**Run 1: sequential cells coloured by netlist name**

Scale bar: 20 um. Other sequential cells in the stronger grey, the rest of the logic in the fainter grey.
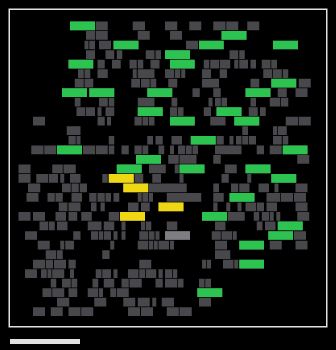
**Run 1: the metal 2 layer**

Scale bar: 20 um.
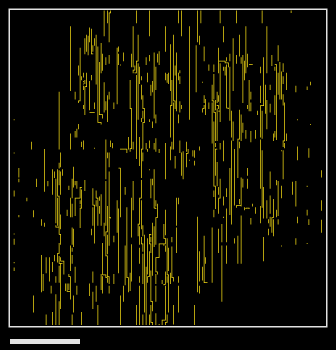
**Run 1: logic cells by family**

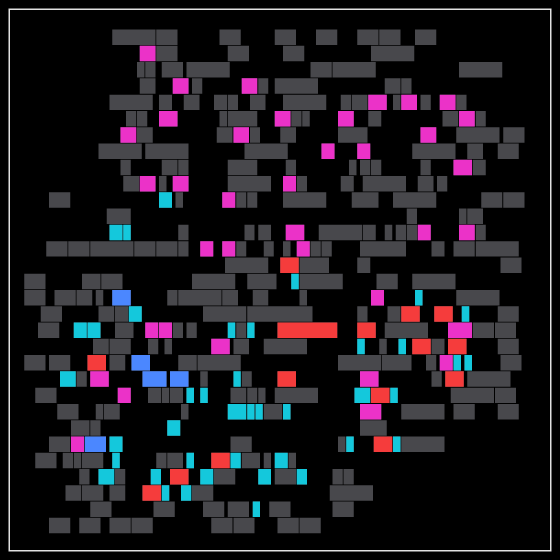
**src/rtl/multicycle_ctrl_fsm_pkg.sv**
```systemverilog
// Shared types and opcode constants for the multicycle RV32I control unit.
package multicycle_ctrl_fsm_pkg;

  typedef enum logic [3:0] {
    S_FETCH, S_DECODE, S_MEMADR, S_MEMREAD, S_MEMWB, S_MEMWRITE, S_EXEC_R,
    S_EXEC_I, S_ALUWB, S_BRANCH, S_JAL, S_JALR, S_AUIPC, S_LUI, S_ERROR
  } ctrl_state_t;

  typedef enum logic {ADR_PC, ADR_RESULT} AdrSrc_t;
  typedef enum logic [1:0] {ALU_PC, ALU_OLD_PC, ALU_RD1} ALUSrcA_t;
  typedef enum logic [1:0] {ALU_RD2, ALU_EXTEND, ALU_PLUS_4} ALUsource_t;
  typedef enum logic [1:0] {RESULT_FROM_ALU, RESULT_FROM_MEM, RESULT_FROM_PC4} ResultSource_t;

  typedef enum logic [3:0] {
    ALU_ADD, ALU_SUB, ALU_SLL, ALU_SLT, ALU_SLTU, ALU_XOR,
    ALU_SRL, ALU_SRA, ALU_OR, ALU_AND, ALU_PASS_B
  } ALUop_t;

  typedef enum logic [2:0] {IMM_I, IMM_S, IMM_B, IMM_U, IMM_J} IMM_t;

  localparam logic [6:0] OP_LOAD   = 7'b0000011;
  localparam logic [6:0] OP_STORE  = 7'b0100011;
  localparam logic [6:0] OP_R      = 7'b0110011;
  localparam logic [6:0] OP_I      = 7'b0010011;
  localparam logic [6:0] OP_BRANCH = 7'b1100011;
  localparam logic [6:0] OP_JAL    = 7'b1101111;
  localparam logic [6:0] OP_JALR   = 7'b1100111;
  localparam logic [6:0] OP_AUIPC  = 7'b0010111;
  localparam logic [6:0] OP_LUI    = 7'b0110111;

  // Immediate format the extender must produce while decoding this opcode.
  function automatic IMM_t imm_for_opcode(input logic [6:0] opcode);
    case (opcode)
      OP_STORE:         return IMM_S;
      OP_BRANCH:        return IMM_B;
      OP_JAL:           return IMM_J;
      OP_AUIPC, OP_LUI: return IMM_U;
      default:          return IMM_I;
    endcase
  endfunction

endpackage

```
**src/rtl/multicycle_ctrl_fsm_alu_decoder.sv**
```systemverilog
// Maps R/I-type funct3/funct7 to the ALU operation.
module alu_decoder
  import multicycle_ctrl_fsm_pkg::*;
(
  input  logic       is_r,
  input  logic [2:0] funct3,
  input  logic       funct7_b5,
  output ALUop_t     alu_op
);

  always_comb begin
    alu_op = ALU_ADD;
    case (funct3)
      3'b000:  alu_op = (is_r && funct7_b5) ? ALU_SUB : ALU_ADD;
      3'b001:  alu_op = ALU_SLL;
      3'b010:  alu_op = ALU_SLT;
      3'b011:  alu_op = ALU_SLTU;
      3'b100:  alu_op = ALU_XOR;
      3'b101:  alu_op = funct7_b5 ? ALU_SRA : ALU_SRL;
      3'b110:  alu_op = ALU_OR;
      default: alu_op = ALU_AND;
    endcase
  end

endmodule

```
**src/rtl/multicycle_ctrl_fsm.sv**
```systemverilog
// Main control FSM of the multicycle RV32I core: sequences the shared-ALU
// datapath one state per clock and counts retired instructions.
module multicycle_ctrl_fsm
  import multicycle_ctrl_fsm_pkg::*;
#(
  parameter ctrl_state_t RESET_STATE = S_FETCH,
  parameter int          INSTRET_W   = 32
) (
  input  logic                 clk,
  input  logic                 rst,
  input  logic [6:0]           opcode,
  input  logic [2:0]           funct3,
  input  logic [6:0]           funct7,
  input  logic                 zero,
  output logic                 PCWrite,
  output logic                 IRWrite,
  output logic                 RegWrite,
  output logic                 MemWrite,
  output AdrSrc_t              AdrSrc,
  output ALUSrcA_t             ALUSrcA,
  output ALUsource_t           ALUSrc,
  output ResultSource_t        ResultSrc,
  output ALUop_t               ALUControl,
  output IMM_t                 ImmSrc,
  output logic                 illegal_instr,
  output logic [INSTRET_W-1:0] instret
);

  localparam logic [INSTRET_W-1:0] INSTRET_ONE = {{(INSTRET_W-1){1'b0}}, 1'b1};

  ctrl_state_t state, next_state;
  logic        pc_write_c, ir_write_c, reg_write_c, mem_write_c, retire;
  ALUop_t      rtype_op;
  logic        unused_funct7;

  assign unused_funct7 = ^{funct7[6], funct7[4:0]};

  alu_decoder u_alu_decoder (
    .is_r      (opcode == OP_R),
    .funct3    (funct3),
    .funct7_b5 (funct7[5]),
    .alu_op    (rtype_op)
  );

  always_ff @(posedge clk) begin
    if (rst) begin
      state         <= RESET_STATE;
      instret       <= '0;
      illegal_instr <= 1'b0;
    end else begin
      state <= next_state;
      if (retire) instret <= instret + INSTRET_ONE;
      if (state == S_ERROR) illegal_instr <= 1'b1;
    end
  end

  always_comb begin
    next_state  = state;
    pc_write_c  = 1'b0;
    ir_write_c  = 1'b0;
    reg_write_c = 1'b0;
    mem_write_c = 1'b0;
    retire      = 1'b0;
    AdrSrc      = ADR_PC;
    ALUSrcA     = ALU_RD1;
    ALUSrc      = ALU_RD2;
    ResultSrc   = RESULT_FROM_ALU;
    ALUControl  = ALU_ADD;
    ImmSrc      = IMM_I;
    case (state)
      S_FETCH: begin
        ir_write_c = 1'b1;
        pc_write_c = 1'b1;
        ALUSrcA    = ALU_PC;
        ALUSrc     = ALU_PLUS_4;
        ResultSrc  = RESULT_FROM_PC4;
        next_state = S_DECODE;
      end
      S_DECODE: begin
        // Precompute OldPC + imm so branch/jump targets sit in ALUOut.
        ALUSrcA = ALU_OLD_PC;
        ALUSrc  = ALU_EXTEND;
        ImmSrc  = imm_for_opcode(opcode);
        case (opcode)
          OP_LOAD, OP_STORE: next_state = S_MEMADR;
          OP_R:              next_state = S_EXEC_R;
          OP_I:              next_state = S_EXEC_I;
          OP_BRANCH:         next_state = S_BRANCH;
          OP_JAL:            next_state = S_JAL;
          OP_JALR:           next_state = S_JALR;
          OP_AUIPC:          next_state = S_AUIPC;
          OP_LUI:            next_state = S_LUI;
          default:           next_state = S_ERROR;
        endcase
      end
      S_MEMADR: begin
        ALUSrc     = ALU_EXTEND;
        ImmSrc     = (opcode == OP_STORE) ? IMM_S : IMM_I;
        next_state = (opcode == OP_STORE) ? S_MEMWRITE : S_MEMREAD;
      end
      S_MEMREAD: begin
        AdrSrc     = ADR_RESULT;
        next_state = S_MEMWB;
      end
      S_MEMWB: begin
        ResultSrc   = RESULT_FROM_MEM;
        reg_write_c = 1'b1;
        retire      = 1'b1;
        next_state  = S_FETCH;
      end
      S_MEMWRITE: begin
        AdrSrc      = ADR_RESULT;
        mem_write_c = 1'b1;
        retire      = 1'b1;
        next_state  = S_FETCH;
      end
      S_EXEC_R: begin
        ALUControl = rtype_op;
        next_state = S_ALUWB;
      end
      S_EXEC_I: begin
        ALUSrc     = ALU_EXTEND;
        ALUControl = rtype_op;
        next_state = S_ALUWB;
      end
      S_AUIPC: begin
        ALUSrcA    = ALU_OLD_PC;
        ALUSrc     = ALU_EXTEND;
        ImmSrc     = IMM_U;
        next_state = S_ALUWB;
      end
      S_LUI: begin
        ALUSrc     = ALU_EXTEND;
        ImmSrc     = IMM_U;
        ALUControl = ALU_PASS_B;
        next_state = S_ALUWB;
      end
      S_ALUWB: begin
        reg_write_c = 1'b1;
        retire      = 1'b1;
        next_state  = S_FETCH;
      end
      S_BRANCH: begin
        ALUControl = ALU_SUB;
        pc_write_c = ((funct3 == 3'b000) && zero) || ((funct3 == 3'b001) && !zero);
        retire     = 1'b1;
        next_state = S_FETCH;
      end
      S_JAL: begin
        // Link value OldPC+4 lands in ALUOut while the target in ALUOut loads the PC.
        ALUSrcA    = ALU_OLD_PC;
        ALUSrc     = ALU_PLUS_4;
        pc_write_c = 1'b1;
        next_state = S_ALUWB;
      end
      S_JALR: begin
        ALUSrc     = ALU_EXTEND;
        next_state = S_JAL;
      end
      S_ERROR: next_state = S_ERROR;
      default: next_state = S_ERROR;
    endcase
  end

  assign PCWrite  = pc_write_c  & ~rst;
  assign IRWrite  = ir_write_c  & ~rst;
  assign RegWrite = reg_write_c & ~rst;
  assign MemWrite = mem_write_c & ~rst;

endmodule
```
**config.mk**
```make
export PLATFORM = sky130hd
export DESIGN_NAME = multicycle_ctrl_fsm
export DESIGN_NICKNAME = d
export VERILOG_FILES = /design/src/rtl/multicycle_ctrl_fsm_pkg.sv /design/src/rtl/multicycle_ctrl_fsm_alu_decoder.sv /design/src/rtl/multicycle_ctrl_fsm.sv
export SDC_FILE = /design/constraint.sdc
export NUM_CORES = 1
export LEC_CHECK = 0
export CAP_MARGIN = 20
export CORE_MARGIN = 2
export CORE_UTILIZATION = 30
export CTS_CLUSTER_DIAMETER = 40
export DETAILED_ROUTE_END_ITERATION = 6
export PLACE_DENSITY_LB_ADDON = 0.1
export SLEW_MARGIN = 0
export SYNTH_ARGS = -nofsm -noshare
export SYNTH_HDL_FRONTEND = slang
export SYNTH_SLANG_ARGS = --single-unit
```
**constraint.sdc**
```tcl
create_clock -name clk -period 4.05 [get_ports clk]
set_clock_uncertainty 0.05 [all_clocks]
set_input_delay 0.81 -clock clk [delete_from_list [all_inputs] [get_ports clk]]
set_output_delay 0.81 -clock clk [all_outputs]
set_load 0.01 [all_outputs]
```
==> results.rst, run 1 <==
Flow metrics
------------

.. list-table::
   :header-rows: 1

   * - Metric
     - Value
   * - Maximum number of pins on one net before global-route repair
     - 32
   * - Outcome
     - completed
   * - Row Count
     - 31
   * - XOR Share, Synth
     - 0.0673
   * - # Max-Cap Violations
     - 0
   * - Mean area per synthesized cell
     - 8.11 um^2
   * - Final number of setup-violating endpoints
     - 0
   * - Leakage
     - roughly 0.00095 uW
   * - Compound-Gate Fraction of Synth Area
     - 0.205
   * - Commonest register cell after synthesis
     - sky130_fd_sc_hd__dfxtp_1
   * - Maximum frequency from static timing analysis
     - about 270 MHz
   * - Clock latency reported for the late side of the worst-skew pair
     - 0.29 ns
   * - Total count of max-transition violations in the final report
     - 0
   * - TritonCTS clock tree
     - built
   * - Fraction of the cycle the final worst path needs
     - 0.923
   * - Accumulated negative setup slack
     - 0 ns
   * - Gate power share
     - 0.304
   * - Start point of the worst min-delay path
     - instret[19]$_SDFFE_PP0P_
   * - Cell variety after synth
     - 53
   * - Post-CTS Repair Setup Buffers
     - 0
   * - Most frequent logic cells in the routed design
     - 64 x sky130_fd_sc_hd__clkdlybuf4s50_1, 37 x sky130_fd_sc_hd__dfxtp_1, 31 x sky130_fd_sc_hd__a21oi_1
Notes on 'sequential cells coloured by netlist name' above:
state: drawn in yellow, placed flops 4, where centre. instret: drawn in green, placed flops 32.
Another 1 sequential cells are not coloured.

Notes on 'the metal 2 layer' above:
The layer holds 44% of the routed length. The layer carries 2550 um of wire.
aggregate routed wire length: 5.79 mm
total number of vias: 2250

Notes on 'logic cells by family' above:
AND-OR and OR-AND gates: drawn in blue, cells 5. AND and OR gates: drawn in magenta, cells 37. NOR gates: drawn in cyan, cells 41. XOR/XNOR gates: drawn in red, cells 15.

-- run 1: tightest hold or removal path: cells and delay by family (launching register included) --
| family | cells | cell delay, ns |
|---|---|---|
| AOI/OAI and AO/OA | 2 | 0.13 |
| DFF | 1 | 0.33 |
-- run 1: cell usage after synthesis (5+ instances only) --
cell                        n  area share
sky130_fd_sc_hd__nor4_1     5       0.014
sky130_fd_sc_hd__nor2b_1    5       0.014
sky130_fd_sc_hd__clkbuf_1  10       0.017
sky130_fd_sc_hd__xnor2_1    7       0.027
sky130_fd_sc_hd__a21oi_1   31       0.070
sky130_fd_sc_hd__inv_1      7       0.012
sky130_fd_sc_hd__nand3_1   10       0.022
sky130_fd_sc_hd__nand2_1   15       0.025
sky130_fd_sc_hd__or4_1     14       0.047
sky130_fd_sc_hd__o31ai_1   15       0.050
sky130_fd_sc_hd__nor2_1    23       0.039
sky130_fd_sc_hd__xor2_1     7       0.027
sky130_fd_sc_hd__or3_1     10       0.028
sky130_fd_sc_hd__dfxtp_1   37        0.33
sky130_fd_sc_hd__nand4_1   11       0.031
sky130_fd_sc_hd__o21ai_0   11       0.025
-- run 1: kinds of logic after synthesis --
family                     count (synthesis)
muxes                                      2
xor gates and xnor gates                  15
buffers and inverters                     26
DFF                                       37
and+or+nand+nor                          121
AOI/OAI and AO/OA                         73
adders and majority gates                  1
-- run 1: stage by stage --
stage	cells	total power [uW]	worst slack [ns]	cell area, um^2	hold slack [ns]
5_1_grt	431	1120	0.207	3040	0.466
4_1_cts	431	1080	0.312	3040	0.455
2_1_floorplan	275	610	1.23	2230	0.454
3_5_place_dp	423	739	0.325	2920	0.442
3_3_place_gp	423	739	0.312	2920	0.428
6_report	431	1060	0.314	3040	0.449
-- run 1: final cells by class --
class / count / area [um^2] / share of cell area
Multi-Input combinational cell: 212 / 1360 / 0.448
Sequential cell: 37 / 741 / 0.244
Timing Repair Buffer: 68 / 671 / 0.221
Tap cell: 99 / 124 / 0.0407
Clock buffer: 7 / 86.3 / 0.0284
Clock inverter: 1 / 30.0 / 0.00988
Inverter: 7 / 26.3 / 0.00864
-- run 1: per-layer routing --
layer / GRT usage / part of all wire
met4: 0.0462 / 0.014
met5: 0 / 0
met1: 0.194 / 0.50
met3: 0.0394 / 0.049
met2: 0.221 / 0.44
-- run 1: power groups by stage --
stage | sequential, uW | clock, uW | combinational, uW
floorplan | 400 | 0 | 210
global placement | 414 | 0 | 325
detailed placement | 414 | 0 | 325
CTS | 405 | 348 | 326
global route | 410 | 361 | 352
finish | 405 | 335 | 322
-- run 1: sequential cells by signal, summed over array words and instances, names as in the netlist --
register / flops
illegal_instr: 1
instret: 32
state: 4
-- run 1: worst max path at each step --
stage               from  slack (ns)  depth (start not counted)         to
2_1_floorplan  opcode[2]        1.23                          4  ImmSrc[0]
3_3_place_gp   opcode[2]        0.31                          5  ImmSrc[0]
3_5_place_dp   opcode[2]        0.33                          5  ImmSrc[0]
4_1_cts        opcode[5]        0.31                          5  ImmSrc[0]
5_1_grt        opcode[2]        0.21                          5  ImmSrc[0]
6_report       opcode[5]        0.31                          5  ImmSrc[0]
**Run 1: metal 3**

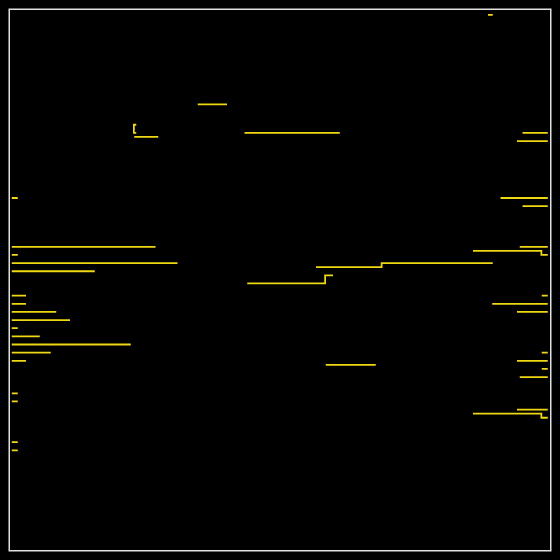

--- run 2 (diff from run 1) ---
- CAP_MARGIN: 20 -> unset
- CORE_UTILIZATION: 30 -> 50
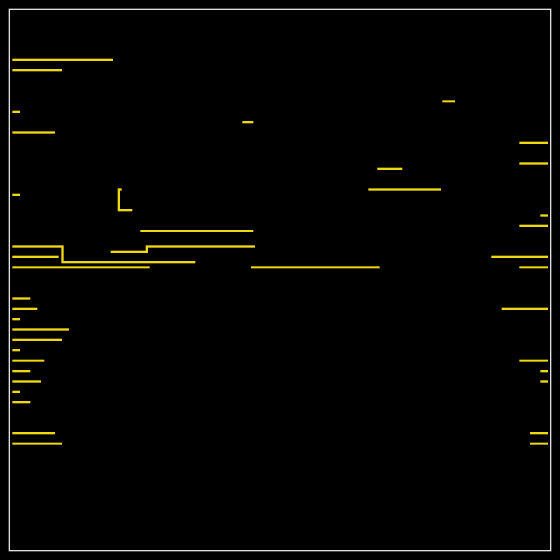
**Above:** run 2 (metal 3).
The layer carries 224 um of wire. The layer holds 4.3% of the routed length. The longest straight run is 17.7 um. 37 nets have wire on it.

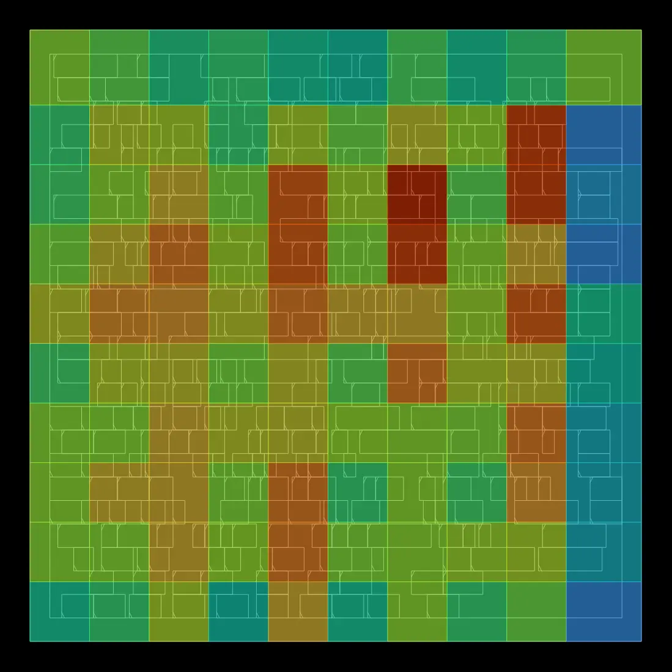
**Above:** run 2 (routing congestion map).
met1 Track Usage GR: 0.285
met3 track demand over resource in global routing: 0.0484
global-route usage over all layers: 0.209
core utilization of the finished layout: 0.690

==> results.rst, run 2 <==
Flow metrics
------------

.. list-table::
   :header-rows: 1

   * - Metric
     - Value
   * - Outcome
     - completed
   * - Leakage
     - roughly 0.00095 uW
   * - Worst setup path endpoint
     - ImmSrc[0]
   * - Cell variety after synth
     - between 50 and 60
   * - Die span in x
     - 70.8 um
   * - Area share of the largest cell type after synthesis
     - 0.332
   * - Final worst hold slack
     - ~0.44 ns
   * - Boundary pin count
     - 71
   * - # Max-Cap Violations
     - 0
   * - Aggregate routed wire length
     - approximately 5.3 mm
   * - Post-synth EDFFs
     - 0
   * - Start point of the worst min-delay path
     - instret[19]$_SDFFE_PP0P_
   * - Design area
     - 0.00298 mm^2
   * - Storage cell area
     - 741 um^2
   * - Clock root cell
     - sky130_fd_sc_hd__clkbuf_8
   * - Most frequent cells after synthesis
     - 37 x sky130_fd_sc_hd__dfxtp_1, 31 x sky130_fd_sc_hd__a21oi_1, 23 x sky130_fd_sc_hd__nor2_1
   * - Final Total Pwr
     - 1050 uW
   * - Biggest fanout along the worst timing path
     - 6
   * - Chip area estimate from yosys synthesis
     - approximately 0.0022 mm^2
   * - Mean area per synthesized cell
     - 8.11 um^2
   * - Register with the most flip-flops
     - instret
   * - Cell taking the most area after synthesis
     - sky130_fd_sc_hd__dfxtp_1
   * - Accumulated negative setup slack
     - 0 ns
   * - Maximum frequency from static timing analysis
     - 265 MHz
   * - Registers with the highest flip-flop counts
     - instret x32, state x4, illegal_instr x1
   * - Max FFs per register
     - 32
   * - Headroom to the max-slew limit
     - 0.476
   * - Clock latency reported for the late side of the worst-skew pair
     - roughly 0.29 ns
   * - Total overflow reported by the global router
     - 0
   * - Gate Area
     - 0.00136 mm^2
   * - Drt first pass iters
     - 4
   * - Maximum number of pins on one net before global-route repair
     - 26
   * - Commonest register cell after synthesis
     - sky130_fd_sc_hd__dfxtp_1
   * - Compound-Gate Fraction of Synth Area
     - 0.205
   * - Cell area after placement
     - 0.00287 mm^2
   * - Fraction of the cycle the final worst path needs
     - 0.933
   * - Startpoint of the worst setup timing path
     - opcode[2]
   * - Number of buffers inserted by port buffering
     - 64
   * - XOR Share, Synth
     - 0.0673
   * - Cell with the most instances after synthesis
     - sky130_fd_sc_hd__dfxtp_1
   * - TritonCTS clock tree
     - built
   * - Remaining antenna violation count
     - 0
   * - Post-CTS Repair Setup Buffers
     - 0
   * - Row Count
     - 24
   * - Number of vias per cell after detailed routing
     - 5.89
   * - Cell types with the largest area share after synthesis
     - sky130_fd_sc_hd__dfxtp_1 33%, sky130_fd_sc_hd__a21oi_1 7.0%, sky130_fd_sc_hd__o31ai_1 5.0%, sky130_fd_sc_hd__or4_1 4.7%, sky130_fd_sc_hd__nor2_1 3.9%
   * - Total number of vias
     - 2261
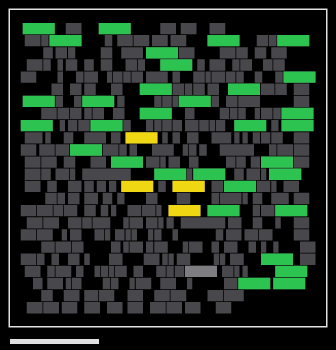
**Above:** run 2 (sequential cells coloured by netlist name).
Scale bar: 20 um. Other sequential cells in the stronger grey, the rest of the logic in the fainter grey.
instret: drawn in green, placed flops 32, where widely spread. state: drawn in yellow, placed flops 4, where centre.
Another 1 sequential cells are not coloured.

-- run 2: where the power goes --
group / switching [uW] / internal (uW) / total, uW
clock: 131 / 201 / 332
combinational: 147 / 155 / 302
sequential: 40.6 / 378 / 419
total: 319 / 734 / 1050
-- run 2: cell type report --
cell class / instances / share of cell area
multi-input combinational: 212 / 0.457
sequential: 37 / 0.248
clock buffer: 7 / 0.0290
timing repair buffer: 68 / 0.225
inverter: 7 / 0.00881
clock inverter: 1 / 0.0101
tap: 52 / 0.0218
-- run 2: critical path, cell delays in order --
cell and delay [ns]:
sky130_fd_sc_hd__clkdlybuf4s50_1 0.52, sky130_fd_sc_hd__or3b_1 0.43, sky130_fd_sc_hd__or3_1 0.37, sky130_fd_sc_hd__o22ai_1 0.21, sky130_fd_sc_hd__clkdlybuf4s50_1 0.58
-- run 2: routing by layer --
metal  up-vias  wire length, um  GRT usage
met5         -                0          0
li1       1145                -          -
met1      1064             2570      0.285
met4         0               57     0.0692
met3         7              224     0.0484
met2        45             2410      0.326
-- run 2: how the worst min path moves through the flow --
stage                     depth (start not counted)                          to
after floorplan                                   2    instret[19]$_SDFFE_PP0P_
after global placement                            2  illegal_instr$_SDFFE_PP0N_
after detailed placement                          2  illegal_instr$_SDFFE_PP0N_
after CTS                                         2    instret[19]$_SDFFE_PP0P_
after global routing                              2    instret[22]$_SDFFE_PP0P_
final                                             2    instret[19]$_SDFFE_PP0P_
-- run 2: cells by family (layout without fill, tap and decap cells) --
group                      after synthesis  after routing
adders and majority gates                1              1
xor gates and xnor gates                15             15
and+or+nand+nor                        121            121
buffers and inverters                   26             83
DFF                                     37             37
muxes                                    2              2
AOI/OAI and AO/OA                       73             73
-- run 2: through the flow --
step           setup WS (ns)  cells  utilization
4_1_cts                0.291    384        0.690
6_report               0.273    384        0.690
3_3_place_gp           0.324    376        0.663
2_1_floorplan           1.23    275            -
3_5_place_dp           0.321    376        0.663
5_1_grt                0.161    384        0.690
**Run 2: logic cells by family**

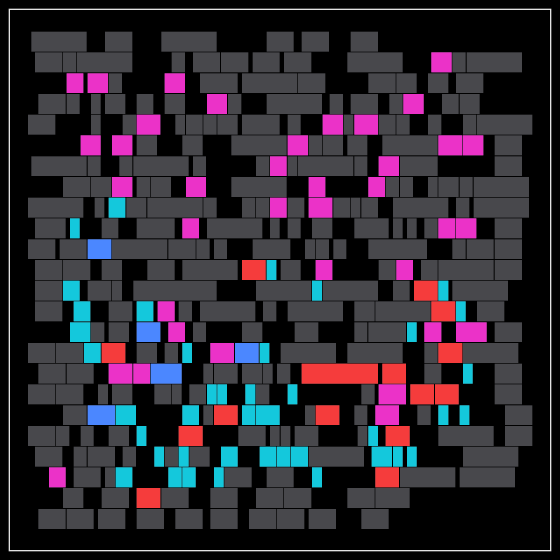

--- run 3 (diff from run 2) ---
- PLACE_DENSITY: unset -> 0.85
- PLACE_DENSITY_LB_ADDON: 0.1 -> unset
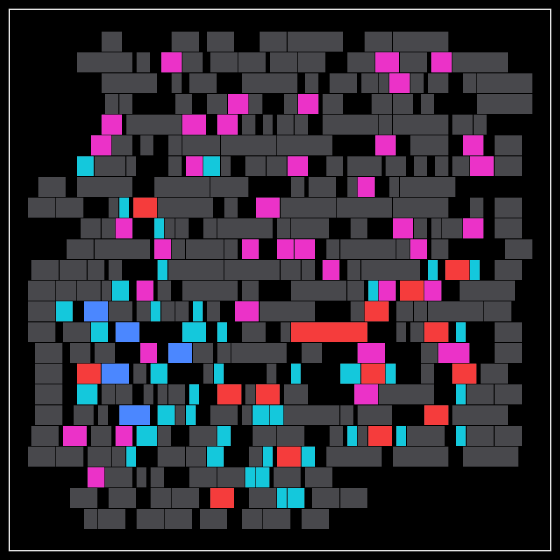
**Above:** run 3 (logic cells by family).
AND and OR gates: drawn in magenta, cells 37. AND-OR and OR-AND gates: drawn in blue, cells 5. XOR/XNOR gates: drawn in red, cells 15. NOR gates: drawn in cyan, cells 41.

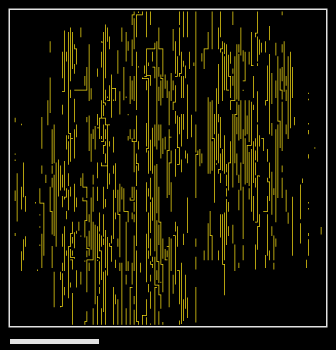
**Above:** run 3 (the metal 2 layer).
Scale bar: 20 um.
The wires run mostly vertical. The layer holds 47% of the routed length. 291 nets have wire on it.
aggregate routed wire length: 5.55 mm
GR met2 Demand/Resource: 0.357
total number of vias: 2286

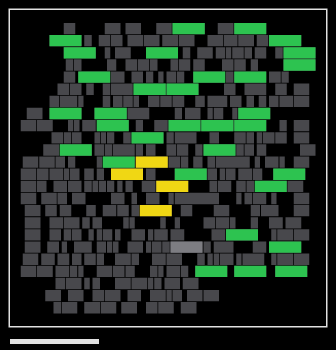
**Above:** run 3 (sequential cells coloured by netlist name).
Scale bar: 20 um. Other sequential cells in the stronger grey, the rest of the logic in the fainter grey.
state: drawn in yellow, placed flops 4, where centre. instret: drawn in green, placed flops 32, where widely spread.
Another 1 sequential cells are not coloured.
power in sequential cells: 420 uW
fraction of area in registers: 0.252
Storage cell area: 741 um^2
core utilization of the finished layout: 0.681

==> results.rst, run 3 <==
Flow metrics
------------

.. list-table::
   :header-rows: 1

   * - Metric
     - Value
   * - Outcome
     - completed
   * - Non-filler cells in the finished layout
     - 382
   * - Most frequent logic cells in the routed design
     - 64 x sky130_fd_sc_hd__clkdlybuf4s50_1, 37 x sky130_fd_sc_hd__dfxtp_1, 31 x sky130_fd_sc_hd__a21oi_1
   * - CP cell instances
     - clkdlybuf4s50_1, or3b_1, or3_1, o22ai_1, clkdlybuf4s50_1
   * - Cell count of the worst hold path
     - 2
   * - Slowest cell on the critical path
     - sky130_fd_sc_hd__clkdlybuf4s50_1
   * - # Max-Cap Violations
     - 0
   * - Maximum frequency from static timing analysis
     - 268 MHz
   * - Number of vias per cell after detailed routing
     - 5.98
   * - Start point of the worst min-delay path
     - illegal_instr$_SDFFE_PP0N_
   * - Chip area estimate from yosys synthesis
     - around 0.0022 mm^2
   * - Total overflow reported by the global router
     - 0
   * - Register share of total power
     - 0.426
   * - Global-route usage over all layers
     - 0.220
   * - XOR Share, Synth
     - 0.0673
   * - Post-synth EDFFs
     - 0
   * - Worst Hold End
     - illegal_instr$_SDFFE_PP0N_
   * - Cell taking the most area after synthesis
     - sky130_fd_sc_hd__dfxtp_1
   * - Max FFs per register
     - 32
   * - Compound-Gate Fraction of Synth Area
     - 0.205
   * - Most repeated library cell on the critical path
     - sky130_fd_sc_hd__clkdlybuf4s50_1
   * - Clock latency reported for the late side of the worst-skew pair
     - around 0.28 ns
   * - Post-CTS Repair Setup Buffers
     - 0
   * - Maximum cell stage delay along the critical path
     - roughly 0.57 ns
   * - Die span in x
     - 70.8 um
   * - Row Count
     - 24
   * - Most frequent cells after synthesis
     - 37 x sky130_fd_sc_hd__dfxtp_1, 31 x sky130_fd_sc_hd__a21oi_1, 23 x sky130_fd_sc_hd__nor2_1
   * - Cell with the most instances after synthesis
     - sky130_fd_sc_hd__dfxtp_1
   * - Crit path buffers/inverters
     - 2
   * - Cell types with the largest area share after synthesis
     - sky130_fd_sc_hd__dfxtp_1 33%, sky130_fd_sc_hd__a21oi_1 7.0%, sky130_fd_sc_hd__o31ai_1 5.0%, sky130_fd_sc_hd__or4_1 4.7%, sky130_fd_sc_hd__nor2_1 3.9%
[run 3: netlist changes by cell type in the layout (fill, tap and decap cells not counted)]
cell / change
sky130_fd_sc_hd__buf_4: -1
sky130_fd_sc_hd__bufinv_16: -1
[run 3: worst min-delay path, stage by stage, from the launching register on]
cell and delay [ns]:
sky130_fd_sc_hd__dfxtp_1 0.34, sky130_fd_sc_hd__a41oi_1 0.05, sky130_fd_sc_hd__nor2_1 0.08
[run 3: final cells by class]
class | instances | area, um^2
Clock buffer | 7 | 86.3
Fill cell | 377 | 1380
Inverter | 7 | 26.3
Multi-Input combinational cell | 212 | 1360
Sequential cell | 37 | 741
Tap cell | 52 | 65.1
Timing Repair Buffer | 67 | 663
[run 3: cells by family after synthesis]
group	after synthesis
simple gates	121
fa+ha+maj	1
xor+xnor	15
mux	2
buf+inv	26
compound gates	73
flops	37
[run 3: worst max path at each step]
stage	from	endpoint	slack, ns	depth (start not counted)
finish	opcode[5]	ImmSrc[0]	0.32	5
CTS	opcode[5]	ImmSrc[0]	0.31	5
detailed placement	opcode[5]	ImmSrc[0]	0.33	5
global route	opcode[5]	ImmSrc[0]	0.20	5
global placement	opcode[5]	ImmSrc[0]	0.34	5
floorplan	opcode[2]	ImmSrc[0]	1.23	4
[run 3: per-layer routing]
metal | wire length (um) | track usage | share of wire
met1 | 2620 | 0.305 | 0.47
met5 | 0 | 0 | 0
met2 | 2620 | 0.357 | 0.47
met4 | 50 | 0.0608 | 0.0090
met3 | 264 | 0.0356 | 0.048
[run 3: through the flow]
stage | cell area, um^2 | total power, uW | setup slack [ns]
floorplan | 2230 | 610 | 1.23
global placement | 2860 | 730 | 0.339
detailed placement | 2860 | 732 | 0.328
CTS | 2940 | 991 | 0.312
global route | 2940 | 1040 | 0.197
finish | 2940 | 986 | 0.317
[run 3: power by group through the flow]
stage	sequential [uW]	combinational, uW	clock, uW
2_1_floorplan	400	210	0
3_3_place_gp	428	302	0
3_5_place_dp	428	304	0
4_1_cts	420	306	265
5_1_grt	425	333	278
6_report	420	306	260
Power is estimated from default activity; no workload was simulated.
